==> images/sizing.png <==
Scale: 6 px per um.
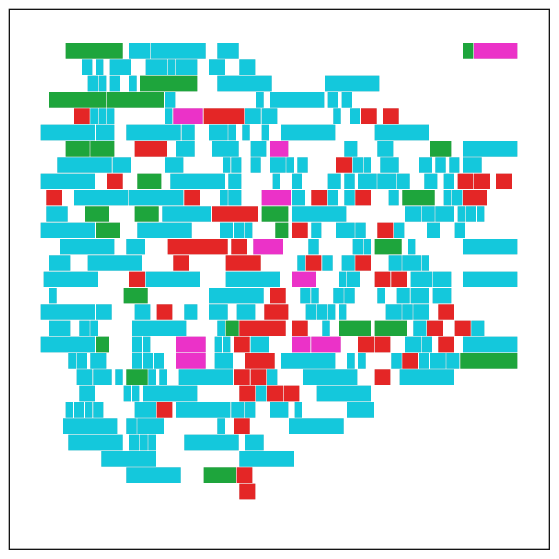
==> images/congestion_map.png <==
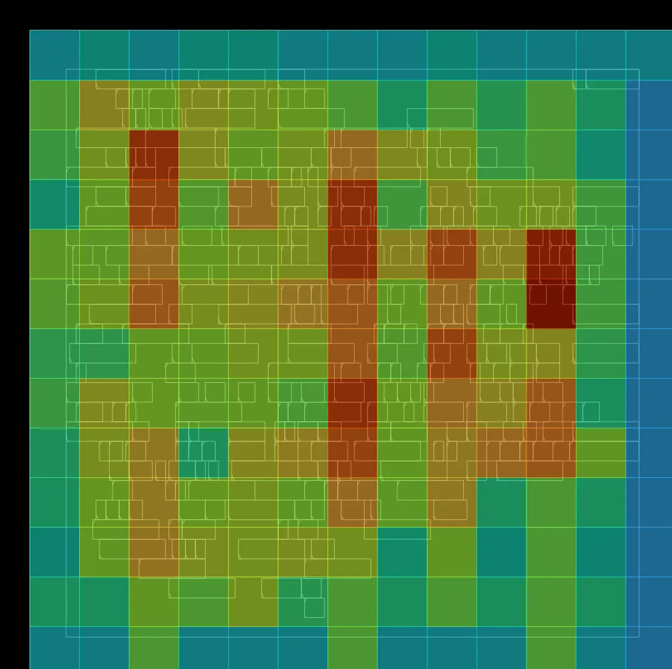
==> images/gates.png <==
Scale: 6 px per um.
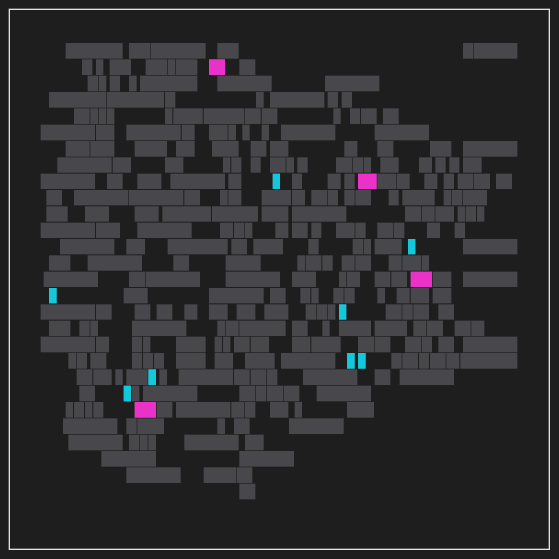
==> config.mk <==
export PLATFORM = sky130hd
export DESIGN_NAME = ir_frame_controller
export DESIGN_NICKNAME = d
export VERILOG_FILES = /design/src/rtl/ir_pkg.sv /design/src/rtl/ir_bit_timer.sv /design/src/rtl/ir_frame_controller.sv
export SDC_FILE = /design/constraint.sdc
export NUM_CORES = 1
export LEC_CHECK = 0
export ABC_CLOCK_PERIOD_IN_PS = 2200
export CAP_MARGIN = 20
export CORE_MARGIN = 5
export CORE_UTILIZATION = 40
export DETAILED_ROUTE_END_ITERATION = 10
export SYNTH_ARGS = -nofsm -noshare
export SYNTH_HDL_FRONTEND = slang
export SYNTH_SLANG_ARGS = --single-unit
export TNS_END_PERCENT = 30
==> constraint.sdc <==
create_clock -name Clk -period 2.2 [get_ports Clk]
set_input_delay 0.55 -clock Clk [delete_from_list [all_inputs] [get_ports Clk]]
set_output_delay 0.55 -clock Clk [all_outputs]
set_load 0.01 [all_outputs]
==> flow_summary.toml <==
# physical design summary
[floorplanning]
horizontal_die_dimension_um = 89.8
tap-cell-count = 77
core-area_um2 = 6280
initial_utilization_pct = 40.5
floorplan.die_area_um2 = 8060
num_io_pins = 10

[critical_path]
path_class = "reg2reg"
worst_setup_path_end_kind = "register"
worst-endpoint-required_ps = 2440
timing.critical_path.max_delay_family = "simple AND/OR/NAND/NOR gates"
crit_path_max_fanout = 6
critical_path.cell_chain = "ha_2, or4b_4, or4_4, nor4_4, a21boi_4, nor2_1, a21oi_1"
critical_path_buf_inv_count = 0
critical_path_depth = 7

[synthesis]
yosys-mux-area-fraction_pct = 3.54
netlist_instances = 254
ys_seq_share_pct = 47.4
yosys.area.top_type = "dfrtp_1"
synthArstFlopShare_pct = 100
ys_top_cells_by_count = "44 x dfrtp_1, 29 x o21ai_0, 26 x nand2_1, 19 x nor2_1"
post_synth_ao_oa_area_fraction_pct = 15.2
post_synth_area_from_yosys_stat_um2 = 2540
synth-warning-count = 0
syn-cell-area_um2 = 2540
netlist_top_cells_area = "dfrtp_1 43%, o21ai_0 5.7%, dfstp_2 4.1%"
synth.cellmix.xorXnorShare_pct = 6.44
synth.net_count = 262
synth.cellmix.adderShare_pct = 2.46

[pwr]
power.density_cell_area_nw_per_um2 = 800
vdd_ir_drop_max_mv = 0.657
switching_power_mw = 0.860
switching_share_pct = 33.8
pwr-share-comb_pct = 33.2
power.sequential.total_mw = 1.12
static_leakage_nw = 1.34

[final_timing]
max_freq_ghz = 0.430
maxSlewViolCount = 0
finalCriticalPeriod_ps = 2320
final.setup.worst_slack_ps = -123
setup_viol_count_final = 14

[cells_and_area]
seq_cells = 48
logic_area_um2 = 1320
insertedDiodeCount = 0
layout.filler_cells = 588
multiInputCombCellCount = 189
layout.area.seq_um2 = 1210
dominant_cells = "combinational gates"
largest_reg_flops = 12
sequential_portion_of_the_cell_area_pct = 37.9
fin_nets = 313
nonClockInverterCount = 8

[global_routing]
grt_max_degree = 49
global_route_wire_length_before_repair_mm = 9.49
antenna_found_initial = 0
vias_in_the_first_global_route = 2065

[run]
drv_cap = 0
openroad_warnings = 30

[clocking]
cts_setup_buffers = 2
clk_pin_slew_ps = 100
clkLatencyLatePin_ps = 300
cts_tree = "done"
cts.htree.levels = 2

[placement]
placed_area_um2 = 2990
gp_congestion = 0.853

[status]
run_status = "finished, violations left"
violations = "setup timing"

[detailed_routing]
wirelength_mm = 5.24
initialDrtViolationCount = 56
Notes on sizing.png above:
x3 and x4: shown in red, cells 51. x6 and larger: shown in magenta, cells 10. x1 and smaller: shown in cyan, cells 221. x2: shown in green, cells 24.
Buffers excl. clock: 53
Final Instance Area: 3190 um2

Notes on congestion_map.png above:
DR WL/cell: 13.7 um
Finished Core Util: 50.7%
met2 capacity usage during global routing: 21.9%
GR Util All Layers: 13.8%

Notes on gates.png above:
inv cells: shown in cyan, cells 8. non-inverting ao/oa cells: shown in magenta, cells 4.
most frequent logic cell in the layout: dfrtp_1
count of placed standard cells in the final layout, fillers left out: 383

==> layer usage <==
metal  up-vias  wire length [um]  GRT usage [%]
li1       1022                 -              -
met1       984              2530           19.1
met2        26              2540           21.9
met3         6               111           2.75
met4         0                55           4.16
met5         -                 0              0
==> metrics by stage <==
| stage | power (mW) | instances | util [%] | hold WS [ps] | TNS [ps] |
|---|---|---|---|---|---|
| after floorplan | 1.69 | 254 | - | 254 | -531 |
| after global placement | 1.96 | 369 | 47.6 | 332 | -856 |
| after detailed placement | 1.98 | 369 | 47.6 | 336 | -1200 |
| after CTS | 2.58 | 379 | 49.7 | 216 | -717 |
| after global routing | 2.72 | 383 | 50.7 | 230 | -3020 |
| final | 2.55 | 383 | 50.7 | 185 | -947 |
Power is estimated from default activity; no workload was simulated.
